### src/rtl/pipe_stall_responder.sv
`default_nettype none
// +----------------------------------------------------------------------------+
// | Module      : pipe_stall_responder                                         |
// | Description : Consumer side of the load-use hazard interface. Holds the PC,|
// |               the IF/ID register and the ID/EX control word. Each cycle it |
// |               applies the hazard unit's freeze/hold/bubble requests and    |
// |               the EX-stage branch flush. It also exposes a registered      |
// |               stall summary and a saturating bubble counter for debug.     |
// | Revision    : 1.0 - initial release                                        |
// +----------------------------------------------------------------------------+
module pipe_stall_responder #(
  parameter int unsigned          DATA_W   = 32,
  parameter int unsigned          CTRL_W   = 10,
  parameter logic [DATA_W-1:0]    RESET_PC = '0,
  parameter int unsigned          CNT_W    = 16
) (
  input  logic              clk,
  input  logic              reset,
  input  logic              pc_freeze_in,
  input  logic              if_id_stall_in,
  input  logic              ctrl_bubble_in,
  input  logic              flush_in,
  input  logic [DATA_W-1:0] branch_target_in,
  input  logic [DATA_W-1:0] instr_in,
  input  logic [CTRL_W-1:0] id_ctrl_in,
  output logic [DATA_W-1:0] pc_out,
  output logic [DATA_W-1:0] if_id_instr_out,
  output logic [DATA_W-1:0] if_id_pc4_out,
  output logic [CTRL_W-1:0] id_ex_ctrl_out,
  output logic [1:0]        state_out,
  output logic [CNT_W-1:0]  bubble_cnt_out
);

  // Debug-visible summary of what the pipeline front end did last cycle.
  typedef enum logic [1:0] {
    ST_RUN   = 2'd0,
    ST_STALL = 2'd1,
    ST_FLUSH = 2'd2
  } state_t;

  localparam logic [DATA_W-1:0] PC_STEP = DATA_W'(4);

  // Architectural registers.
  logic [DATA_W-1:0] pc_q,       pc_d;
  logic [DATA_W-1:0] if_instr_q, if_instr_d;
  logic [DATA_W-1:0] if_pc4_q,   if_pc4_d;
  logic [CTRL_W-1:0] ex_ctrl_q,  ex_ctrl_d;
  logic [CNT_W-1:0]  bub_cnt_q,  bub_cnt_d;
  state_t            state_q;

  // Sequential PC increment; wraps naturally modulo 2^DATA_W.
  logic [DATA_W-1:0] pc_plus4;
  // Any hazard request active (only meaningful when no flush is present).
  logic              any_req;
  // Counter already at its ceiling; further bubbles are not counted.
  logic              cnt_full;

  assign pc_plus4 = pc_q + PC_STEP;
  assign any_req  = pc_freeze_in | if_id_stall_in | ctrl_bubble_in;
  assign cnt_full = (bub_cnt_q == {CNT_W{1'b1}});

  // Next-state for the datapath: flush dominates, otherwise each request
  // independently controls its own register.
  always_comb begin
    pc_d       = pc_q;
    if_instr_d = if_instr_q;
    if_pc4_d   = if_pc4_q;
    ex_ctrl_d  = ex_ctrl_q;
    bub_cnt_d  = bub_cnt_q;

    if (flush_in) begin
      // Redirect fetch and squash the younger instructions. The squash
      // itself is not a hazard bubble, so the counter is left alone.
      pc_d       = branch_target_in;
      if_instr_d = '0;
      if_pc4_d   = '0;
      ex_ctrl_d  = '0;
    end else begin
      if (!pc_freeze_in) begin
        pc_d = pc_plus4;
      end

      if (!if_id_stall_in) begin
        if_instr_d = instr_in;
        if_pc4_d   = pc_plus4;
      end

      if (ctrl_bubble_in) begin
        ex_ctrl_d = '0;
        if (!cnt_full) begin
          bub_cnt_d = bub_cnt_q + CNT_W'(1);
        end
      end else begin
        ex_ctrl_d = id_ctrl_in;
      end
    end
  end

  // Datapath registers; reset overrides every request.
  always_ff @(posedge clk) begin
    if (reset) begin
      pc_q       <= RESET_PC;
      if_instr_q <= '0;
      if_pc4_q   <= '0;
      ex_ctrl_q  <= '0;
      bub_cnt_q  <= '0;
    end else begin
      pc_q       <= pc_d;
      if_instr_q <= if_instr_d;
      if_pc4_q   <= if_pc4_d;
      ex_ctrl_q  <= ex_ctrl_d;
      bub_cnt_q  <= bub_cnt_d;
    end
  end

  // Status FSM: a registered summary only; nothing in the datapath reads it.
  always_ff @(posedge clk) begin
    if (reset) begin
      state_q <= ST_RUN;
    end else if (flush_in) begin
      state_q <= ST_FLUSH;
    end else begin
      case (state_q)
        ST_RUN:   state_q <= any_req ? ST_STALL : ST_RUN;
        ST_STALL: state_q <= any_req ? ST_STALL : ST_RUN;
        ST_FLUSH: state_q <= any_req ? ST_STALL : ST_RUN;
        default:  state_q <= ST_RUN;
      endcase
    end
  end

  assign pc_out          = pc_q;
  assign if_id_instr_out = if_instr_q;
  assign if_id_pc4_out   = if_pc4_q;
  assign id_ex_ctrl_out  = ex_ctrl_q;
  assign state_out       = state_q;
  assign bubble_cnt_out  = bub_cnt_q;

endmodule
`default_nettype wire

### config.mk
export PLATFORM = sky130hd
export DESIGN_NAME = pipe_stall_responder
export DESIGN_NICKNAME = d
export VERILOG_FILES = /design/src/rtl/pipe_stall_responder.sv
export SDC_FILE = /design/constraint.sdc
export NUM_CORES = 1
export LEC_CHECK = 0
export CORE_MARGIN = 1
export CORE_UTILIZATION = 45
export CTS_BUF_LIST = sky130_fd_sc_hd__clkbuf_4 sky130_fd_sc_hd__clkbuf_8 sky130_fd_sc_hd__clkbuf_16
export CTS_CLUSTER_DIAMETER = 50
export DETAILED_ROUTE_END_ITERATION = 8
export PLACE_DENSITY = 0.81
export SLEW_MARGIN = 20
export SYNTH_ARGS = -nofsm -noshare
export SYNTH_HDL_FRONTEND = slang
export SYNTH_SLANG_ARGS = --single-unit
### constraint.sdc
create_clock -name clk -period 2.42 [get_ports clk]
set_input_delay 0.484 -clock clk [delete_from_list [all_inputs] [get_ports clk]]
set_output_delay 0.484 -clock clk [all_outputs]
set_load 0.1 [all_outputs]
Figure 1. Pin placement.
Scale: 4 px per um. Pins as bars across the die edge, other pins in grey.
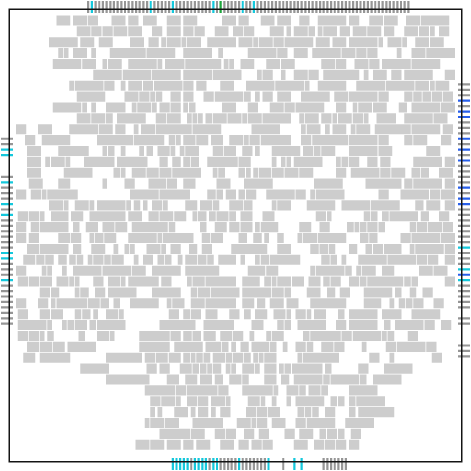
Key: branch_target_in = cyan [pins 32, direction input, edge 15 bottom, 8 left, 6 top, 3 right]; id_ex_ctrl_out = blue [pins 10, direction output, edge right]; pc_freeze_in = green [pins 1, direction input, edge top]
All pins by edge: 88 top, 47 right, 37 bottom, 32 left.
die width: 112.8 um
I/O Buffers: 203
die height: 112.8 um

Figure 2. Cell placement.
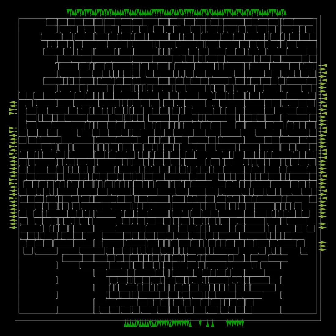
row count: 40
# fillers: 948

==> flow_summary.toml <==
# flow metrics
[logic_synthesis]
syn_nets = 693
ys.flop_type = "dfxtp_1"
synth.avg_cell_area_um2 = 9.037
yosysWarnings = 0
top_cells_by_count = "dfxtp_1 (124), nor2_1 (109), mux2i_1 (48)"
largest_area_cell = "dfxtp_1"
synth_stat.cells = 611
top_cell_area_share = 0.4496
edf_count = 0
top_cells_by_area = "dfxtp_1 (45%), mux2i_1 (8.7%), nor2_1 (7.4%)"
yosys_area_mm2 = 0.005522
synth_top_cell_by_count = "dfxtp_1"
yosysSeqAreaShare = 0.4496
syn_inst = 611
async_flop_share = 0
yosys_register_bits = 124
synth_cell_types = 45
syn_area_mm2 = 0.005522

[clock_network]
tritoncts = "done"
clockBufferDepth = 2
numCtsBuffers = 17
clk_latency_ns = 0.42
cts_root_buffer = "clkbuf_16"
postCtsResizedCells = 0
clock_sinks = 124
cts_hold_buf = 0
cts_max_level = 4
clk_pin_slew_ns = 0.06
post-cts-setup-buffer-count = 0

[finish]
drive_above_1_share = 0.2595
fin_area_mm2 = 0.007956
bufAreaShareNonClock = 0.2299
regArea_mm2 = 0.002511
clockBufferCount = 22
fin_util = 0.6652
area_delta_synth_final_pct = 44.10
clk_share = 0.07265
sh_comb_area = 0.3554
comb_cells = 437
buffers_excl_clock = 217
sh_seq_area = 0.3156
largest_class = "logic gates"
final_net_count = 886
inverters = 7
antenna_cells = 0
comb_area_mm2 = 0.002828
flops = 124
layoutNonFillerInstCount = 964

[hold_path]
min_from = "if_id_stall_in"
hold_path.class = "input pin to register"
holdPathStages = 3
hold_path_end = "if_id_pc4_out[6]$_SDFFE_PP0N_"

[sta]
fin_skew_ns = 0.004329
max_slew_margin = 0.5576
hold_viol_final = 0
finalSetupViolCount = 0
period_needed_ns = 2.204
worstMarginPinSlew_ns = 0.6552
fin_setup_tns_ns = 0
setup_ws_ns = 0.2161
hold_ws_ns = 0.4086
rsz0062_at_grt = "no"
maxSlewViolCount = 0
clock.fmax_ghz = 0.4538
finalCritPeriodShare = 0.9107

[pwr]
switching_share = 0.3111
power_frac_seq = 0.384
power.switching_mw = 1.799
finalPower_mw = 5.784
ir_drop_uv = 416.8
comb_power_share = 0.196
leakage_nw = 3.291
intPower_mw = 3.985
power_frac_clock = 0.420
power_density_mw_per_mm2 = 726.9

[route]
wl_met2_mm = 7.195
drt-total-wl_mm = 15.46
wl_met3_mm = 1.059
via_count = 5115
drtPass1Iterations = 4
wl_met1_mm = 6.683
viasPerCell = 5.306
drc = 0
dr.max_layer_used = "met4"
wl_per_cell_um = 16.04
ant_nets = 0
drt_iter0_drc = 356

[setup_path]
worst-path-buf-inv = 1
worstPathCellList = "ha_1, and3_1, nand4_2, buf_4, nor2_1, xnor2_1, a211oi_1"
endpoint = "if_id_pc4_out[22]$_SDFFE_PP0N_"
cp.depth = 7
end_kind = "register"
rr_endpoint = "if_id_pc4_out[22]$_SDFFE_PP0N_"
critPathLaunchType = "register"
crit_start = "pc_out[2]$_SDFFE_PP0N_"
rr_worst_depth = 7
critical-path-top-delay-family = "simple AND/OR/NAND/NOR gates"
critPathArrivalTime_ns = 2.53
cp_max_fo = 13
critical-path-slowest-cell = "nand4_2"
max_stage_delay_ns = 0.40
r2r_start = "pc_out[2]$_SDFFE_PP0N_"
critPathKind = "register to register"
worstPathRequired_ns = 2.75
r2r_slack_ns = 0.22

[global_route]
grt_pass1_vias = 4785
grt_max_degree = 49
use_met3 = 0.07713
antenna_found_initial = 0
busiest_layer = "met2"
met2_usage = 0.3794
grt_pass1_wl_mm = 24.54
gr-total-overflow = 0
gr-usage-met1 = 0.3154
grt_use_total = 0.2475

[placed_design]
dp_slack_ns = 0.1302
dp_hpwl_mm = 11.32
postPlaceCellArea_mm2 = 0.007378
globalplace.congestion = 0.9248
post-place-cells = 932

[die]
ios = 204
n_tap_cell = 147
core_area_mm2 = 0.01196
die_area_mm2 = 0.01272
fp_util = 0.4616

[run]
cap_violations = 0
warnings = 27

[status]
status = "completed"
flip-flops by register name, indices dropped and copies added (netlist names):
name	cells
if_id_instr_out	32
if_id_pc4_out	32
pc_out	32
bubble_cnt_out	16
id_ex_ctrl_out	10
state_out	2
layout by cell type (no fill, tap or decap), drive strengths merged, types with 2 or more instances in the layout:
cell / netlist / final
nand2: 24 / 24
o22ai: 3 / 3
nand3b: 3 / 3
nand4b: 3 / 3
and4: 8 / 8
nor3: 18 / 18
or3: 5 / 5
ha: 2 / 2
dfxtp: 124 / 124
clkdlybuf4s50: 0 / 77
nand4: 14 / 14
xnor2: 44 / 44
clkinvlp: 0 / 6
nand3: 15 / 15
o21ai: 22 / 22
mux2i: 48 / 48
and3: 8 / 8
buf: 20 / 140
inv: 7 / 7
clkbuf: 23 / 22
or4: 2 / 2
a21oi: 37 / 37
o211ai: 2 / 2
a311oi: 2 / 2
o311ai: 2 / 2
nor2: 109 / 109
o21bai: 3 / 3
xor2: 19 / 19
or2: 2 / 2
nor4: 8 / 8
and2: 12 / 12
clkinv: 0 / 3
a211oi: 17 / 17
kinds of logic (layout without fill, tap and decap cells):
family | count (synthesis) | count (layout) | synth area share
compound gates | 90 | 90 | 0.09789
buf+inv | 50 | 256 | 0.03830
mux | 48 | 48 | 0.08702
xor+xnor | 63 | 63 | 0.09993
flops | 124 | 124 | 0.4496
simple gates | 234 | 234 | 0.2228
fa+ha+maj | 2 | 2 | 0.004531
power by group through the flow:
stage	registers (mW)	clock network (mW)	logic, mW
after floorplan	2.79	0	0.266
after global placement	2.26	0	1.12
after detailed placement	2.26	0	1.13
after CTS	2.22	2.46	1.13
after global routing	2.23	2.56	1.18
final	2.22	2.43	1.13
Power figures rest on the tool's default switching activity, not on a simulated workload.
